===== config.mk =====
export PLATFORM = sky130hd
export DESIGN_NAME = ula_bus_controller_flat
export DESIGN_NICKNAME = d
export VERILOG_FILES = /design/src/rtl/ula_bus_controller_pkg.sv /design/src/rtl/ula_bus_controller_if.sv /design/src/rtl/ula_bus_controller_op_decode.sv /design/src/rtl/ula_bus_controller.sv /design/src/flat_wrapper.sv
export SDC_FILE = /design/constraint.sdc
export NUM_CORES = 1
export LEC_CHECK = 0
export CORE_MARGIN = 4
export CORE_UTILIZATION = 40
export CTS_CLUSTER_SIZE = 20
export DETAILED_ROUTE_END_ITERATION = 8
export PLACE_DENSITY = 0.72
export SETUP_SLACK_MARGIN = 0.1
export SYNTH_ARGS = -nofsm -noshare
export SYNTH_HDL_FRONTEND = slang
export SYNTH_HIERARCHICAL = 1
export SYNTH_SLANG_ARGS = --single-unit

===== constraint.sdc =====
create_clock -name clk -period 3.49 [get_ports clk]
set_input_delay 0.698 -clock clk [delete_from_list [all_inputs] [get_ports clk]]
set_output_delay 0.698 -clock clk [all_outputs]
set_load 0.005 [all_outputs]

===== src/rtl/ula_bus_controller_pkg.sv =====
// ---------------------------------------------------------------------------
// ula_pkg
//
// Shared definitions for the ULA result-bus sequencing logic:
//   - op code encoding used on req_op (bit i of unit_en serves op i)
//   - controller state encoding
//   - default number of functional units hanging on the shared bus
//   - is_arith(): tells whether an op produces a meaningful carry/borrow
// ---------------------------------------------------------------------------
package ula_pkg;

   localparam int OP_W          = 3;
   localparam int NUM_UNITS_DEF = 6;

   localparam logic [OP_W-1:0] OP_AND = 3'd0;
   localparam logic [OP_W-1:0] OP_OR  = 3'd1;
   localparam logic [OP_W-1:0] OP_XOR = 3'd2;
   localparam logic [OP_W-1:0] OP_NOT = 3'd3;
   localparam logic [OP_W-1:0] OP_ADD = 3'd4;
   localparam logic [OP_W-1:0] OP_SUB = 3'd5;

   typedef enum logic [1:0] {
      IDLE  = 2'd0,
      SETUP = 2'd1,
      DRIVE = 2'd2,
      RESP  = 2'd3
   } state_t;

   // Only the adder/subtractor drives a real carry/borrow line.
   function automatic logic is_arith(input logic [OP_W-1:0] op);
      return (op == OP_ADD) || (op == OP_SUB);
   endfunction

endpackage


===== src/rtl/ula_bus_controller_if.sv =====
// ---------------------------------------------------------------------------
// ula_bus_controller_if
//
// Bundles the request handshake, operand/enable outputs, shared result bus
// and response handshake of the ULA bus controller.
//   slave  : the controller side (accepts requests, drives enables/responses)
//   master : the environment side (issues requests, drives the result bus)
//
// Signals:
//   req_valid/req_ready/req_op/req_a/req_b  request handshake
//   opnd_a/opnd_b                           registered operands to all units
//   unit_en                                 one-hot tri-state enables
//   bus_in/carry_in                         shared result bus and carry line
//   rsp_valid/rsp_ready/rsp_data/
//   rsp_carry/rsp_err                       response handshake
// ---------------------------------------------------------------------------
interface ula_bus_controller_if
   import ula_pkg::*;
#(
   parameter int WIDTH     = 8,
   parameter int NUM_UNITS = NUM_UNITS_DEF
) ();

   logic                 req_valid;
   logic                 req_ready;
   logic [OP_W-1:0]      req_op;
   logic [WIDTH-1:0]     req_a;
   logic [WIDTH-1:0]     req_b;

   logic [WIDTH-1:0]     opnd_a;
   logic [WIDTH-1:0]     opnd_b;
   logic [NUM_UNITS-1:0] unit_en;
   logic [WIDTH-1:0]     bus_in;
   logic                 carry_in;

   logic                 rsp_valid;
   logic                 rsp_ready;
   logic [WIDTH-1:0]     rsp_data;
   logic                 rsp_carry;
   logic                 rsp_err;

   modport slave (
      input  req_valid, req_op, req_a, req_b, bus_in, carry_in, rsp_ready,
      output req_ready, opnd_a, opnd_b, unit_en,
             rsp_valid, rsp_data, rsp_carry, rsp_err
   );

   modport master (
      output req_valid, req_op, req_a, req_b, bus_in, carry_in, rsp_ready,
      input  req_ready, opnd_a, opnd_b, unit_en,
             rsp_valid, rsp_data, rsp_carry, rsp_err
   );

endinterface


===== src/rtl/ula_bus_controller_op_decode.sv =====
// ---------------------------------------------------------------------------
// ula_op_decode
//
// Purely combinational op code decoder for any master of the ULA result bus.
//   op     : requested operation code
//   onehot : enable vector, bit i set when op == i and i < NUM_UNITS
//   legal  : op addresses an existing unit
// An op with no matching unit yields an all-zero vector, so an illegal code
// can never turn a driver on.
// ---------------------------------------------------------------------------
module ula_op_decode
   import ula_pkg::*;
#(
   parameter int NUM_UNITS = NUM_UNITS_DEF
) (
   input  logic [OP_W-1:0]      op,
   output logic [NUM_UNITS-1:0] onehot,
   output logic                 legal
);

   always_comb begin
      onehot = '0;
      for (int i = 0; i < NUM_UNITS; i++) begin
         onehot[i] = (op == OP_W'(i));
      end
      legal = |onehot;
   end

endmodule


===== src/rtl/ula_bus_controller.sv =====
// ---------------------------------------------------------------------------
// ula_bus_controller
//
// Sequences the ULA's shared tri-state result bus. One request at a time is
// accepted, its operands are registered onto opnd_a/opnd_b, and after one
// quiet cycle exactly one unit enable is held for SETTLE_CYCLES cycles. The
// bus value (and carry for ADD/SUB) is captured on the edge ending the drive
// window and returned over the response handshake.
//
// Ports:
//   clk    rising-edge clock
//   rst_n  asynchronous active-low reset; clears every output immediately so
//          no unit keeps driving the bus while reset is held
//   bus    ula_bus_controller_if.slave (request, operands, enables,
//          result bus, response)
//
// Parameters:
//   WIDTH          operand/bus width
//   NUM_UNITS      units on the bus; legal op codes are 0..NUM_UNITS-1
//   SETTLE_CYCLES  cycles the selected enable is held before capture (>=1)
// ---------------------------------------------------------------------------
module ula_bus_controller
   import ula_pkg::*;
#(
   parameter int WIDTH         = 8,
   parameter int NUM_UNITS     = NUM_UNITS_DEF,
   parameter int SETTLE_CYCLES = 1
) (
   input  logic                 clk,
   input  logic                 rst_n,
   ula_bus_controller_if.slave  bus
);

   // A 1-bit counter suffices when the window is a single cycle.
   localparam int CNT_W = (SETTLE_CYCLES > 1) ? $clog2(SETTLE_CYCLES) : 1;
   localparam logic [CNT_W-1:0] CNT_LOAD = CNT_W'(SETTLE_CYCLES - 1);

   state_t               state;
   logic [OP_W-1:0]      op_q;
   logic [NUM_UNITS-1:0] sel_q;
   logic [CNT_W-1:0]     settle_cnt;

   logic                 ready_q;
   logic [WIDTH-1:0]     opnd_a_q;
   logic [WIDTH-1:0]     opnd_b_q;
   logic [NUM_UNITS-1:0] unit_en_q;
   logic                 rsp_valid_q;
   logic [WIDTH-1:0]     rsp_data_q;
   logic                 rsp_carry_q;
   logic                 rsp_err_q;

   logic [NUM_UNITS-1:0] dec_onehot;
   logic                 dec_legal;

   // Decode at acceptance time; the enable pattern is latched so the drive
   // window does not depend on req_op after the handshake.
   ula_op_decode #(
      .NUM_UNITS (NUM_UNITS)
   ) u_op_decode (
      .op     (bus.req_op),
      .onehot (dec_onehot),
      .legal  (dec_legal)
   );

   always_ff @(posedge clk or negedge rst_n) begin
      if (!rst_n) begin
         state       <= IDLE;
         op_q        <= '0;
         sel_q       <= '0;
         settle_cnt  <= '0;
         ready_q     <= 1'b0;
         opnd_a_q    <= '0;
         opnd_b_q    <= '0;
         unit_en_q   <= '0;
         rsp_valid_q <= 1'b0;
         rsp_data_q  <= '0;
         rsp_carry_q <= 1'b0;
         rsp_err_q   <= 1'b0;
      end else begin
         case (state)
            IDLE: begin
               if (bus.req_valid && ready_q) begin
                  op_q     <= bus.req_op;
                  opnd_a_q <= bus.req_a;
                  opnd_b_q <= bus.req_b;
                  sel_q    <= dec_onehot;
                  ready_q  <= 1'b0;
                  if (dec_legal) begin
                     state <= SETUP;
                  end else begin
                     // No unit exists for this code: answer with an error
                     // without ever touching the bus.
                     state       <= RESP;
                     rsp_valid_q <= 1'b1;
                     rsp_err_q   <= 1'b1;
                     rsp_data_q  <= '0;
                     rsp_carry_q <= 1'b0;
                  end
               end else begin
                  // Also covers the first cycle after reset release.
                  ready_q <= 1'b1;
               end
            end

            SETUP: begin
               // Operands have had one full cycle to reach every unit.
               unit_en_q  <= sel_q;
               settle_cnt <= CNT_LOAD;
               state      <= DRIVE;
            end

            DRIVE: begin
               if (settle_cnt == '0) begin
                  unit_en_q   <= '0;
                  rsp_data_q  <= bus.bus_in;
                  rsp_carry_q <= is_arith(op_q) & bus.carry_in;
                  rsp_err_q   <= 1'b0;
                  rsp_valid_q <= 1'b1;
                  state       <= RESP;
               end else begin
                  settle_cnt <= settle_cnt - 1'b1;
               end
            end

            RESP: begin
               if (bus.rsp_ready) begin
                  rsp_valid_q <= 1'b0;
                  ready_q     <= 1'b1;
                  state       <= IDLE;
               end
            end

            default: begin
               state     <= IDLE;
               unit_en_q <= '0;
            end
         endcase
      end
   end

   assign bus.req_ready = ready_q;
   assign bus.opnd_a    = opnd_a_q;
   assign bus.opnd_b    = opnd_b_q;
   assign bus.unit_en   = unit_en_q;
   assign bus.rsp_valid = rsp_valid_q;
   assign bus.rsp_data  = rsp_data_q;
   assign bus.rsp_carry = rsp_carry_q;
   assign bus.rsp_err   = rsp_err_q;

endmodule


===== src/flat_wrapper.sv =====
// flat-port wrapper written by rule: the top's interface ports become plain ports
module ula_bus_controller_flat import ula_pkg::*;
#(
   parameter int WIDTH         = 8,
   parameter int NUM_UNITS     = NUM_UNITS_DEF,
   parameter int SETTLE_CYCLES = 1
)
  (clk, rst_n, bus_req_valid, bus_req_op, bus_req_a, bus_req_b, bus_bus_in, bus_carry_in, bus_rsp_ready, bus_req_ready, bus_opnd_a, bus_opnd_b, bus_unit_en, bus_rsp_valid, bus_rsp_data, bus_rsp_carry, bus_rsp_err);
  ula_bus_controller_if #(.WIDTH(WIDTH), .NUM_UNITS(NUM_UNITS)) bus_i ();
  input  logic clk;
  input  logic rst_n;
  input wire logic [$bits(bus_i.req_valid)-1:0] bus_req_valid;
  input wire logic [$bits(bus_i.req_op)-1:0] bus_req_op;
  input wire logic [$bits(bus_i.req_a)-1:0] bus_req_a;
  input wire logic [$bits(bus_i.req_b)-1:0] bus_req_b;
  input wire logic [$bits(bus_i.bus_in)-1:0] bus_bus_in;
  input wire logic [$bits(bus_i.carry_in)-1:0] bus_carry_in;
  input wire logic [$bits(bus_i.rsp_ready)-1:0] bus_rsp_ready;
  output wire logic [$bits(bus_i.req_ready)-1:0] bus_req_ready;
  output wire logic [$bits(bus_i.opnd_a)-1:0] bus_opnd_a;
  output wire logic [$bits(bus_i.opnd_b)-1:0] bus_opnd_b;
  output wire logic [$bits(bus_i.unit_en)-1:0] bus_unit_en;
  output wire logic [$bits(bus_i.rsp_valid)-1:0] bus_rsp_valid;
  output wire logic [$bits(bus_i.rsp_data)-1:0] bus_rsp_data;
  output wire logic [$bits(bus_i.rsp_carry)-1:0] bus_rsp_carry;
  output wire logic [$bits(bus_i.rsp_err)-1:0] bus_rsp_err;
  assign bus_i.req_valid = bus_req_valid;
  assign bus_i.req_op = bus_req_op;
  assign bus_i.req_a = bus_req_a;
  assign bus_i.req_b = bus_req_b;
  assign bus_i.bus_in = bus_bus_in;
  assign bus_i.carry_in = bus_carry_in;
  assign bus_i.rsp_ready = bus_rsp_ready;
  assign bus_req_ready = bus_i.req_ready;
  assign bus_opnd_a = bus_i.opnd_a;
  assign bus_opnd_b = bus_i.opnd_b;
  assign bus_unit_en = bus_i.unit_en;
  assign bus_rsp_valid = bus_i.rsp_valid;
  assign bus_rsp_data = bus_i.rsp_data;
  assign bus_rsp_carry = bus_i.rsp_carry;
  assign bus_rsp_err = bus_i.rsp_err;
  ula_bus_controller #(.WIDTH(WIDTH), .NUM_UNITS(NUM_UNITS), .SETTLE_CYCLES(SETTLE_CYCLES)) u_core (.clk(clk), .rst_n(rst_n), .bus(bus_i));
endmodule

run_1/zoom.png
Scale bar: 10 µm. Window x 7 to 32, y 7 to 32 µm. Cells in gray, sequential cells in the stronger gray; small squares are vias.
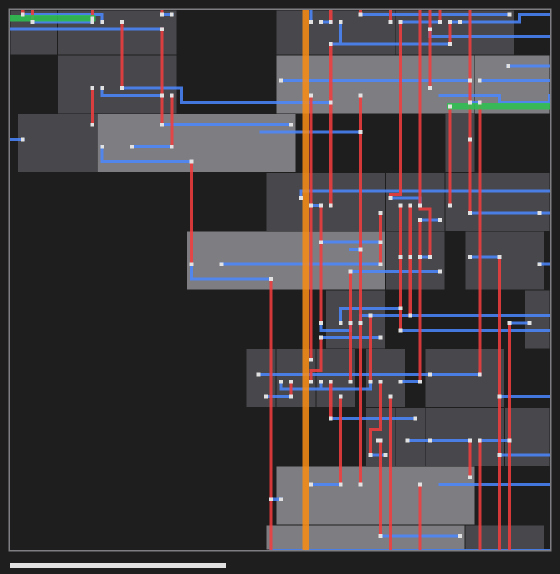
| color | layer |
|---|---|
| red | met2 |
| green | met3 |
| blue | met1 |
| orange | met4 |
cells with their middle in the window: 26
netlist names of flops here include: u_core/bus.unit_en (2)
most frequent: clkdlybuf4s50_1 (6), mux2_4 (5), dfrtp_1 (4)
sequential cells in the window: 4

run_1/port_nets.png
Scale bar: 20 µm.
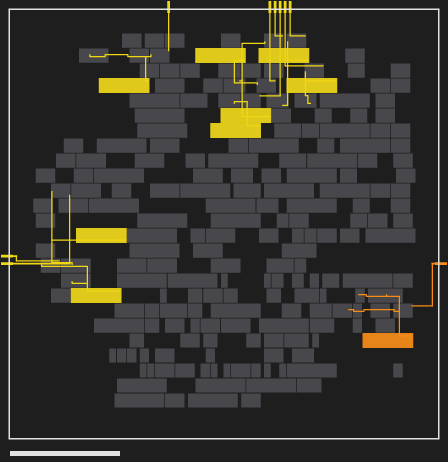
| color | port | direction | edge | end cells | buffers | wire |
|---|---|---|---|---|---|---|
| yellow | bus_opnd_b | output | 6 north, 2 west | 8 | 8 | 242 µm |
| orange | bus_req_ready | output | east | 1 | 1 | 39.7 µm |

==> job_summary.md, run 1 <==
### Yosys + OpenROAD results

| Metric | Value |
|---|---|
| Synthesized area | `1940 µm²` |
| Post-synth EDFFs | `0` |
| R2R Setup Slk | `1.63 ns` |
| Largest net degree at the start of global routing | `45` |
| Status | `finished, final reports clean` |
| RSZ-0062 raised after global routing | `false` |
| Critical Path Start Type | `register` |
| Nets | `238` |
| Critical path class | `register to output pin` |
| Dpl ws | `1.29 ns` |
| Post-DP HPWL | `3.10 mm` |
| Worst r2r dst | `u_core/sel_q[0]$_DFFE_PN0P_` |
| I/O Pins | `66` |
| Bufs and invs on worst path | `1` |
| Library cells used by synthesis | `29` |
| Clock share of power | `14.2%` |
| Worst setup margin | `1.52 ns` |
| Leak pwr | `1.24 nW` |
| Crit path to | `bus_req_ready` |
| Setup crit end kind | `output pin` |
| Placed cell area | `2640 µm²` |
| Placeable Area | `4720 µm²` |
| Hold endpoint | `u_core/op_q[1]$_DFFE_PN0P_` |
| 1st-iter DRT viols | `45` |
| Drt via density | `4.79` |
| Total routed wirelength | `4.22 mm` |
| CP top delay family | `buffers and inverters` |
| Final Non-Filler Cells | `270` |
| Seq pwr share | `38.5%` |
| Commonest flop | `dfrtp_1` |
| Skew final | `0.00515 ns` |
| Int Pwr | `1.60 mW` |
| Final Cell Area | `2730 µm²` |
| Syn Inst Count | `134` |
| Setup tns final | `0 ns` |
| Die Wd | `77.6 µm` |
| Global route overflow | `0` |
| Worst skew pair latency | `0.29 ns` |
| Period utilization | `56.5%` |
| Fill cells | `397` |
| CTS resizes | `0` |
| GPL Wtd Cong | `0.753` |
| Row cnt | `25` |
| Tool Warnings | `29` |
| Worst stage delay on the critical path | `0.54 ns` |
| TritonCTS buffer count | `5` |
| Pwr Density | `849 nW/µm²` |
| FP Util | `41.1%` |
| Crit path depth | `1` |
| Switching Share | `30.9%` |
| Post-synth ARST share | `100%` |
| Post-route DRC | `0` |
| Min-Delay Path Class | `register to register` |
| Most numerous logic cell after layout | `clkdlybuf4s50_1` |
| Crit path DAT | `1.27 ns` |
| Syn_nets | `170` |
| Max Transition Viols Final | `0` |
| Postcts setup bufs | `0` |
| CP required | `2.79 ns` |
| Syn-to-layout area delta | `40.8%` |
| Max Root-Sink Buffers | `2` |
| Least-Margin Pin Slew | `0.945 ns` |
| Psw | `0.718 mW` |
| Fin Hold WS | `0.511 ns` |
| Ys cells | `134` |
| Hold Fails Final Rpt | `0` |
| CP Cell Sequence | `clkdlybuf4s50_1` |
| Antenna Cells | `0` |
| Critical path startpoint | `u_core/bus.req_ready$_DFFE_PN0P_` |
| Vias in the first global route | `1395` |
| Tot Pwr | `2.32 mW` |
| Worst vdd ir | `314 µV` |
| Routed WL per cell | `15.6 µm` |
| Num Clock Sinks | `44` |
| Vias | `1293` |
| Final setup vio count | `0` |
| Initial antenna violation count | `0` |
| Slowest stage cell, crit path | `clkdlybuf4s50_1` |
| Chip Area, Yosys | `1940 µm²` |
| Placed insts | `262` |
| Syn Area/Cell | `14.5 µm²` |
| Synth warn | `6` |
| Final ANT Viol Nets | `0` |
| Max frequency | `507 MHz` |
| CTS tree | `done` |
| Reg clk slew, reported paths | `0.08 ns` |
| Register share after synthesis | `56.8%` |
| Combinational share of power | `47.3%` |
| DRT Pass-1 Iters | `4` |
| Die area | `6030 µm²` |
| Critical Path Fanout Max | `5` |
| Slew headroom | `37.0%` |
| Final core occ | `57.8%` |
| Worst R2R Path Depth | `4` |
| Min Tclk post-route | `1.97 ns` |
| Most instantiated logic cells after routing | `clkdlybuf4s50_1 (64), dfrtp_1 (44), mux2_4 (18), inv_1 (10), o21ai_0 (9)` |
| Global-route wire length before repair | `6.98 mm` |
| DIE HEIGHT | `77.6 µm` |
| Reg2reg start | `u_core/state[1]$_DFFE_PN0P_` |
| Hold depth | `1` |
| Ys flops | `44` |
| Worst hold path startpoint | `u_core/op_q[1]$_DFFE_PN0P_` |
| Port buffer count | `65` |
| Share of post-route cells with drive strength above 1 | `20.7%` |
| MaxCap Viol Count | `0` |
| CTS H-tree depth | `2` |
| Hold buffers post-CTS | `0` |
| Root Driver | `clkbuf_8` |
run_1/final_congestion.png
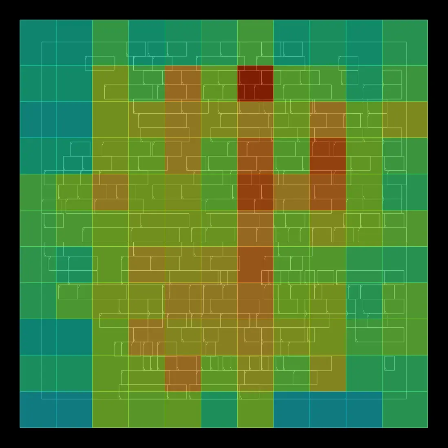
gr usage total: 14.7%
M1 GR Usage: 17.9%
M3 GR Usage: 4.41%

## run 1: power by group through the flow
stage | registers (mW) | clock network (mW) | logic [mW]
floorplan | 0.892 | 0 | 0.598
global placement | 0.890 | 0 | 1.08
detailed placement | 0.903 | 0 | 1.11
CTS | 0.895 | 0.338 | 1.12
global route | 0.925 | 0.365 | 1.19
finish | 0.893 | 0.329 | 1.10
## run 1: cells in the mapped netlist (2+ instances only)
cell / number / area [µm²]
mux2_2: 7 / 78.8
o21ai_0: 9 / 45.0
inv_1: 10 / 37.5
dfrtp_1: 44 / 1100
buf_6: 2 / 22.5
mux2_4: 18 / 270
nand3_4: 2 / 35.0
mux2i_1: 2 / 20.0
nor3b_1: 3 / 22.5
a22o_1: 8 / 70.1
and3b_2: 2 / 20.0
nand3b_1: 6 / 45.0
a31oi_1: 2 / 12.5
ha_1: 4 / 50.1
## run 1: area by class of cell
| class | instances | area (µm²) | area share (%) |
|---|---|---|---|
| inverter | 10 | 37.5 | 1.37 |
| tap | 67 | 83.8 | 3.07 |
| timing repair buffer | 65 | 646 | 23.6 |
| multi-input combinational | 76 | 769 | 28.2 |
| clock inverter | 1 | 7.51 | 0.275 |
| clock buffer | 7 | 86.3 | 3.16 |
| sequential | 44 | 1100 | 40.3 |
## run 1: cells by family (layout without fill, tap and decap cells)
group                    count (synthesis)  in the layout  share of synthesized area (%)
flip-flops                              44             44                           56.8
multiplexers                            28             28                           19.6
AND-OR/OR-AND                           22             22                           8.13
AND/OR/NAND/NOR                         22             22                           9.35
buffers and inverters                   14             83                           3.55
adder cells (fa/ha/maj)                  4              4                           2.58
## run 1: metal layers
layer  vias up  share of wire, %  GRT usage [%]
met1       634                44           17.9
met4         0               1.5           6.41
met2        44                49           24.2
li1        611                 -              -
met3         4               5.6           4.41
met5         -                 0              0
## Run 2: what changed since run 1
==> constraint.sdc (replaced) <==
create_clock -name clk -period 1.9 [get_ports clk]
set_input_delay 0.38 -clock clk [delete_from_list [all_inputs] [get_ports clk]]
set_output_delay 0.38 -clock clk [all_outputs]
set_load 0.005 [all_outputs]
run_2/port_nets.png
Scale bar: 20 µm.
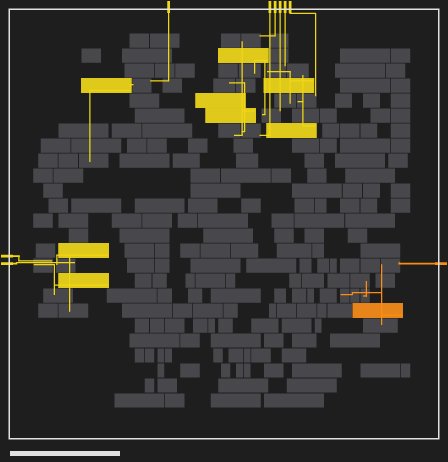
| color | port | direction | edge | end cells | buffers | wire |
|---|---|---|---|---|---|---|
| orange | bus_req_ready | output | east | 1 | 1 | 32.4 µm |
| yellow | bus_opnd_b | output | 6 north, 2 west | 8 | 8 | 249 µm |

==> job_summary.md, run 2 <==
### Yosys + OpenROAD results

| Metric | Value |
|---|---|
| Placeable Area | `4720 µm² (unchanged)` |
| CP required | `1.52 ns (was 2.79 ns)` |
| Adder Area Share | `2.58% (unchanged)` |
| DIE HEIGHT | `77.6 µm (unchanged)` |
| Period utilization | `86.9%` |
| Die area | `6030 µm² (unchanged)` |
| RSZ-0062 raised after global routing | `false (unchanged)` |
| Routed wl met2 | `2.26 mm (was 2.06 mm)` |
| Row cnt | `25 (unchanged)` |
| Postcts setup bufs | `0 (unchanged)` |
| Skew final | `0.00868 ns (was 0.00515 ns)` |
| CTS H-tree depth | `2 (unchanged)` |
| Nets | `243 (was 238)` |
| 1st-iter DRT viols | `34 (was 45)` |
| Setup crit end kind | `output pin (unchanged)` |
| Final Cell Area | `2820 µm² (was 2730 µm²)` |
| Vias in the first global route | `1379 (was 1395)` |
| Met1 WL | `1.79 mm (was 1.85 mm)` |
| Min Tclk post-route | `1.65 ns` |
| Vias | `1345 (was 1293)` |
| Area leader share | `56.8% (unchanged)` |
| Synth logic family | `multiplexers (unchanged)` |
| Gr usage total | `15.1% (was 14.7%)` |
| Worst skew pair latency | `0.30 ns (was 0.29 ns)` |
| Post-synth ARST share | `100% (unchanged)` |
| I/O Pins | `66 (unchanged)` |
| Tot Pwr | `4.47 mW (was 2.32 mW)` |
| DRT Pass-1 Iters | `4 (unchanged)` |
| Slowest stage cell, crit path | `clkdlybuf4s50_1 (unchanged)` |
| Initial antenna violation count | `0 (unchanged)` |
| Most instantiated logic cells after routing | `clkdlybuf4s50_1 (64), dfrtp_1 (44), mux2_4 (18), inv_1 (10), o21ai_0 (9) (unchanged)` |
| Port buffer count | `65 (unchanged)` |
| R2R Setup Slk | `0.26 ns (was 1.63 ns)` |
| FP Util | `41.1% (unchanged)` |
| Met3 WL | `195 µm (was 237 µm)` |
| Die Wd | `77.6 µm (unchanged)` |
| XOR/XNOR Fraction of Synth Area | `0% (unchanged)` |
| GPL Wtd Cong | `0.778 (was 0.753)` |
| Chip Area, Yosys | `1940 µm² (unchanged)` |
| TritonCTS buffer count | `5 (unchanged)` |
| Leak pwr | `1.29 nW (was 1.24 nW)` |
| Commonest flop | `dfrtp_1 (unchanged)` |
| Synth warn | `6 (unchanged)` |
| Placed insts | `267 (was 262)` |
| Final ANT Viol Nets | `0 (unchanged)` |
| Top sig layer | `met4 (unchanged)` |
| Ys cells | `134 (unchanged)` |
| Hold buffers post-CTS | `0 (unchanged)` |
| Fill cells | `371 (was 397)` |
| Worst stage delay on the critical path | `0.54 ns (about the same)` |
| Worst vdd ir | `689 µV (was 314 µV)` |
| Syn Area/Cell | `14.5 µm² (unchanged)` |
| Post-synth top area cell | `dfrtp_1 (unchanged)` |
| Ys flops | `44 (unchanged)` |
| Root Driver | `clkbuf_8 (unchanged)` |
| Most numerous logic cell after layout | `clkdlybuf4s50_1 (unchanged)` |
| Simple share | `9.35% (unchanged)` |
| Crit path DAT | `1.27 ns (about the same)` |
| Library cells used by synthesis | `29 (unchanged)` |
| CTS tree | `done (unchanged)` |
| Setup tns final | `0 ns (unchanged)` |
| Syn-to-layout area delta | `45.6% (was 40.8%)` |
| Critical Path Start Type | `register (unchanged)` |
| Fin Hold WS | `0.0458 ns (was 0.511 ns)` |
| Worst R2R Path Depth | `5 (was 4)` |
| Dpl ws | `0.0573 ns (was 1.29 ns)` |
| Post-synth EDFFs | `0 (unchanged)` |
| CTS resizes | `0 (unchanged)` |
| CP Cell Sequence | `clkdlybuf4s50_1 (unchanged)` |
| Share of post-route cells with drive strength above 1 | `23.6% (was 20.7%)` |
| MaxCap Viol Count | `0 (unchanged)` |
| Global route overflow | `0 (unchanged)` |
| CP top delay family | `buffers and inverters (unchanged)` |
| Max Root-Sink Buffers | `2 (unchanged)` |
| Status | `finished, final reports clean (unchanged)` |
| Antenna Cells | `0 (unchanged)` |
| Post-DP HPWL | `3.17 mm (was 3.10 mm)` |
| Least-Margin Pin Slew | `0.344 ns (was 0.945 ns)` |
| Syn Inst Count | `134 (unchanged)` |
| Syn_nets | `170 (unchanged)` |
| Final setup vio count | `0 (unchanged)` |
| Worst setup margin | `0.248 ns (was 1.52 ns)` |
run_2/final_congestion.png
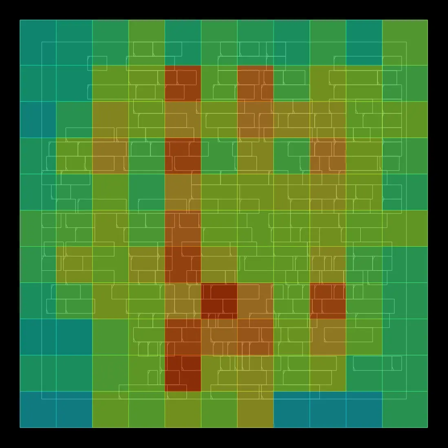
Routed WL per cell: 15.6 µm
final core occ: 59.8%
M3 GR Usage: 3.83%
M1 GR Usage: 18.1%

run 2: cell counts after synthesis:
Identical to the previous run, type by type.
run 2: area by class of cell:
cell class | instances | area (µm²) | share of cell area [%]
Sequential cell | 44 | 1100 | 39.0
Multi-Input combinational cell | 76 | 772 | 27.3
Timing Repair Buffer | 70 | 708 | 25.1
Tap cell | 67 | 83.8 | 2.97
Clock buffer | 6 | 82.6 | 2.92
Clock inverter | 2 | 38.8 | 1.37
Inverter | 10 | 37.5 | 1.33
run 2: power breakdown:
| group | total (mW) | internal [mW] | leakage [nW] | switching, mW |
|---|---|---|---|---|
| sequential | 1.64 | 1.38 | 0.553 | 0.264 |
| combinational | 2.07 | 1.31 | 0.673 | 0.763 |
| clock | 0.757 | 0.430 | 0.0614 | 0.327 |
run 2: layer usage:
metal  vias up  global-route usage, %
li1        618                      -
met1       681                   18.1
met2        42                   26.2
met3         4                   3.83
met4         0                   5.34
met5         -                      0
run 2: worst max-delay path by stage:
stage | cells past startpoint | from | end | slack (ns)
2_1_floorplan | 5 | u_core/state[0]$_DFFE_PN0P_ | u_core/bus.rsp_carry$_DFFE_PN0P_ | 0.31
3_3_place_gp | 4 | bus_req_valid | u_core/state[0]$_DFFE_PN0P_ | 0.10
3_5_place_dp | 4 | bus_req_valid | u_core/state[0]$_DFFE_PN0P_ | 0.06
4_1_cts | 5 | u_core/state[0]$_DFFE_PN0P_ | u_core/bus.rsp_carry$_DFFE_PN0P_ | 0.15
5_1_grt | 5 | u_core/state[0]$_DFFE_PN0P_ | u_core/state[0]$_DFFE_PN0P_ | 0.16
6_report | 1 | u_core/bus.req_ready$_DFFE_PN0P_ | bus_req_ready | 0.25
No activity file was given, so power comes from the tool's default toggle rates.
